## config.mk

```make
export PLATFORM = sky130hd
export DESIGN_NAME = esfa_op_sequencer
export DESIGN_NICKNAME = d
export VERILOG_FILES = /design/src/rtl/esfa_op_sequencer.sv
export SDC_FILE = /design/constraint.sdc
export NUM_CORES = 1
export LEC_CHECK = 0
export ABC_AREA = 1
export CAP_MARGIN = 25
export CORE_ASPECT_RATIO = 1.25
export CORE_MARGIN = 8
export CORE_UTILIZATION = 40
export CTS_BUF_LIST = sky130_fd_sc_hd__clkbuf_2 sky130_fd_sc_hd__clkbuf_4 sky130_fd_sc_hd__clkbuf_8
export DETAILED_ROUTE_END_ITERATION = 8
export PLACE_DENSITY = 0.64
export SYNTH_ARGS = -nofsm -noshare
export SYNTH_HDL_FRONTEND = slang
export SYNTH_SLANG_ARGS = --single-unit
export TNS_END_PERCENT = 5
```

## constraint.sdc

```tcl
create_clock -name clk -period 3.1 [get_ports clk]
set_input_delay 0.31 -clock clk [delete_from_list [all_inputs] [get_ports clk]]
set_output_delay 0.31 -clock clk [all_outputs]
set_load 0.02 [all_outputs]
```

## src/rtl/esfa_op_sequencer.sv

```systemverilog
`default_nettype none
// ============================================================================
//  Module   : esfa_op_sequencer
//  Purpose  : Sequences ESFA lookup/update/delete/retag commands over the
//             tuple-cell array through one read/write port, one cell per cycle.
//  Options  : ESFA_SEQ_EARLY_EXIT_EN - leave the scan on the first match
//             (lookup/update/delete).
//  Revision : 1.0 - initial release
// ============================================================================
module esfa_op_sequencer #(
    parameter int NUM_CELLS = 8,
    parameter int INDEX_W   = 8,
    parameter int VALUE_W   = 8,
    parameter int HANDLE_W  = 4,
    localparam int PTR_W    = $clog2(NUM_CELLS)
) (
    input  logic                clk,
    input  logic                rst_n,
    input  logic                cmd_valid,
    output logic                cmd_ready,
    input  logic [1:0]          cmd_op,
    input  logic [INDEX_W-1:0]  cmd_index,
    input  logic [VALUE_W-1:0]  cmd_value,
    input  logic [HANDLE_W-1:0] cmd_handle,
    input  logic [HANDLE_W-1:0] cmd_new_handle,
    output logic [PTR_W-1:0]    cell_sel,
    input  logic                cell_rd_valid,
    input  logic [INDEX_W-1:0]  cell_rd_index,
    input  logic [VALUE_W-1:0]  cell_rd_value,
    input  logic [HANDLE_W-1:0] cell_rd_handle,
    output logic                cell_wr_en,
    output logic                cell_wr_valid,
    output logic [INDEX_W-1:0]  cell_wr_index,
    output logic [VALUE_W-1:0]  cell_wr_value,
    output logic [HANDLE_W-1:0] cell_wr_handle,
    output logic                rsp_valid,
    input  logic                rsp_ready,
    output logic                rsp_found,
    output logic [VALUE_W-1:0]  rsp_value
);

    localparam logic [1:0] c_OP_LOOKUP = 2'd0;
    localparam logic [1:0] c_OP_UPDATE = 2'd1;
    localparam logic [1:0] c_OP_DELETE = 2'd2;
    localparam logic [1:0] c_OP_RETAG  = 2'd3;

    localparam logic [1:0] c_S_IDLE  = 2'd0;
    localparam logic [1:0] c_S_SCAN  = 2'd1;
    localparam logic [1:0] c_S_WRITE = 2'd2;
    localparam logic [1:0] c_S_RESP  = 2'd3;

    localparam logic [PTR_W-1:0] c_LAST_PTR = PTR_W'(NUM_CELLS - 1);

    logic [1:0]          r_state, w_state_next;
    logic                r_cmd_ready;
    logic [1:0]          r_op;
    logic [INDEX_W-1:0]  r_index;
    logic [VALUE_W-1:0]  r_value;
    logic [HANDLE_W-1:0] r_handle;
    logic [HANDLE_W-1:0] r_new_handle;
    logic [PTR_W-1:0]    r_ptr;
    logic                r_hit, r_free;
    logic [PTR_W-1:0]    r_hit_ptr, r_free_ptr;
    logic [VALUE_W-1:0]  r_count;
    logic                r_rsp_found;
    logic [VALUE_W-1:0]  r_rsp_value;

    logic                w_accept;
    logic                w_match, w_tag_hit, w_early_exit, w_scan_end;
    logic                w_need_write;
    logic [PTR_W-1:0]    w_wr_ptr;
    logic [VALUE_W-1:0]  w_count_next;

    assign w_match   = cell_rd_valid && (cell_rd_index == r_index) && (cell_rd_handle == r_handle);
    assign w_tag_hit = (r_op == c_OP_RETAG) && cell_rd_valid && (cell_rd_handle == r_handle);

`ifdef ESFA_SEQ_EARLY_EXIT_EN
    assign w_early_exit = w_match && (r_op != c_OP_RETAG);
`else
    assign w_early_exit = 1'b0;
`endif

    assign w_scan_end   = (r_ptr == c_LAST_PTR) || w_early_exit;
    // Hit/free status including the cell being read this cycle.
    assign w_need_write = ((r_op == c_OP_UPDATE) && (r_hit || w_match || r_free || !cell_rd_valid))
                       || ((r_op == c_OP_DELETE) && (r_hit || w_match));
    assign w_wr_ptr     = ((r_op == c_OP_UPDATE) && !r_hit) ? r_free_ptr : r_hit_ptr;
    assign w_count_next = !w_tag_hit ? r_count
                        : ((r_count == {VALUE_W{1'b1}}) ? r_count : r_count + 1'b1);

    assign cmd_ready = r_cmd_ready;
    assign rsp_valid = (r_state == c_S_RESP);
    assign rsp_found = r_rsp_found;
    assign rsp_value = r_rsp_value;

    always_ff @(posedge clk or negedge rst_n) begin
        if (!rst_n) r_state <= c_S_IDLE;
        else        r_state <= w_state_next;
    end

    always_comb begin
        w_state_next   = r_state;
        w_accept       = 1'b0;
        cell_sel       = '0;
        cell_wr_en     = 1'b0;
        cell_wr_valid  = cell_rd_valid;
        cell_wr_index  = cell_rd_index;
        cell_wr_value  = cell_rd_value;
        cell_wr_handle = cell_rd_handle;
        case (r_state)
            c_S_IDLE: begin
                if (cmd_valid && r_cmd_ready) begin
                    w_accept     = 1'b1;
                    w_state_next = c_S_SCAN;
                end
            end
            c_S_SCAN: begin
                cell_sel = r_ptr;
                if (w_tag_hit) begin
                    cell_wr_en     = 1'b1;
                    cell_wr_handle = r_new_handle;
                end
                if (w_scan_end) w_state_next = w_need_write ? c_S_WRITE : c_S_RESP;
            end
            c_S_WRITE: begin
                cell_sel   = w_wr_ptr;
                cell_wr_en = 1'b1;
                if (r_op == c_OP_UPDATE) begin
                    cell_wr_valid  = 1'b1;
                    cell_wr_index  = r_index;
                    cell_wr_value  = r_value;
                    cell_wr_handle = r_handle;
                end else begin
                    cell_wr_valid  = 1'b0;
                end
                w_state_next = c_S_RESP;
            end
            c_S_RESP: begin
                if (rsp_ready) w_state_next = c_S_IDLE;
            end
            default: w_state_next = c_S_IDLE;
        endcase
    end

    always_ff @(posedge clk or negedge rst_n) begin
        if (!rst_n) begin
            r_cmd_ready  <= 1'b0;
            r_op         <= '0;
            r_index      <= '0;
            r_value      <= '0;
            r_handle     <= '0;
            r_new_handle <= '0;
            r_ptr        <= '0;
            r_hit        <= 1'b0;
            r_free       <= 1'b0;
            r_hit_ptr    <= '0;
            r_free_ptr   <= '0;
            r_count      <= '0;
            r_rsp_found  <= 1'b0;
            r_rsp_value  <= '0;
        end else begin
            // Ready re-opens only once the FSM is back in IDLE.
            r_cmd_ready <= (w_state_next == c_S_IDLE);
            if (w_accept) begin
                r_op         <= cmd_op;
                r_index      <= cmd_index;
                r_value      <= cmd_value;
                r_handle     <= cmd_handle;
                r_new_handle <= cmd_new_handle;
                r_ptr        <= '0;
                r_hit        <= 1'b0;
                r_free       <= 1'b0;
                r_hit_ptr    <= '0;
                r_free_ptr   <= '0;
                r_count      <= '0;
                r_rsp_found  <= 1'b0;
                r_rsp_value  <= '0;
            end
            if (r_state == c_S_SCAN) begin
                r_ptr   <= r_ptr + 1'b1;
                r_count <= w_count_next;
                if (w_match && !r_hit) begin
                    r_hit     <= 1'b1;
                    r_hit_ptr <= r_ptr;
                    if (r_op == c_OP_LOOKUP) begin
                        r_rsp_found <= 1'b1;
                        r_rsp_value <= cell_rd_value;
                    end
                end
                if ((r_op == c_OP_UPDATE) && !cell_rd_valid && !r_free) begin
                    r_free     <= 1'b1;
                    r_free_ptr <= r_ptr;
                end
                if (w_scan_end && (r_op == c_OP_RETAG)) begin
                    r_rsp_found <= (w_count_next != '0);
                    r_rsp_value <= w_count_next;
                end
            end
            if (r_state == c_S_WRITE) r_rsp_found <= 1'b1;
        end
    end

endmodule
`default_nettype wire

```

Routing congestion:
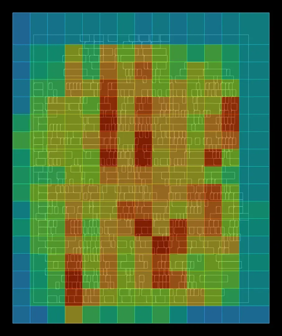
Util after Layout: 54.18%
M2 GR Usage: 30.52%

Signal wires on met2:
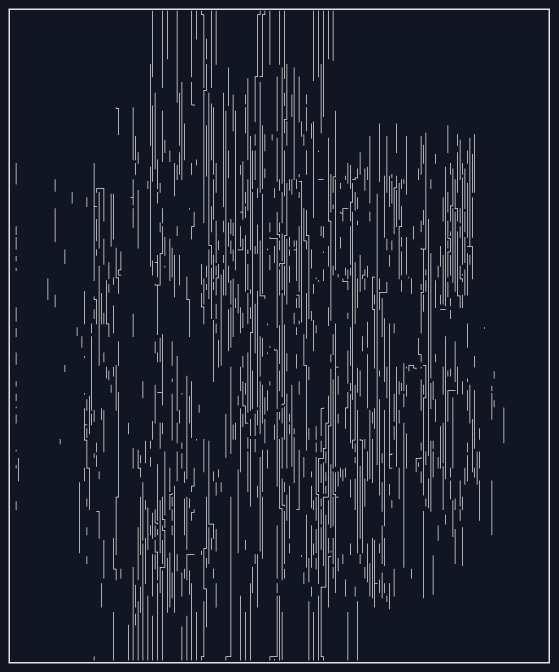
The layer carries 5170 um of wire. The longest straight run is 51.0 um. 535 nets have wire on it.

==> qor.yml <==
outcome: "completed"
setup_ws_ns: 0.1835
drive_above_1_share_pct: 8.226
pre_cts_ws_ns: 0.3550
clockBufferDepth: 2
layout_top_cell: "nand2_1"
synth_area_leader_cell: "dfrtp_1"
syn_area_um2: 3660
pg_clk_uw: 803
ys.flops: 57
grt_use_total_pct: 17.82
ys_types: 34
reg2reg_from: "r_state[1]$_DFF_PN0_"
post_cts_buffers: 0
grt_max_degree: 41
path_buffers: 3
drt-pass1-iter-count: 4
top_cell: "nand2_1"
ys.warnings.count: 0
period_needed_ns: 2.917
largest_class: "multi-input combinational cells"
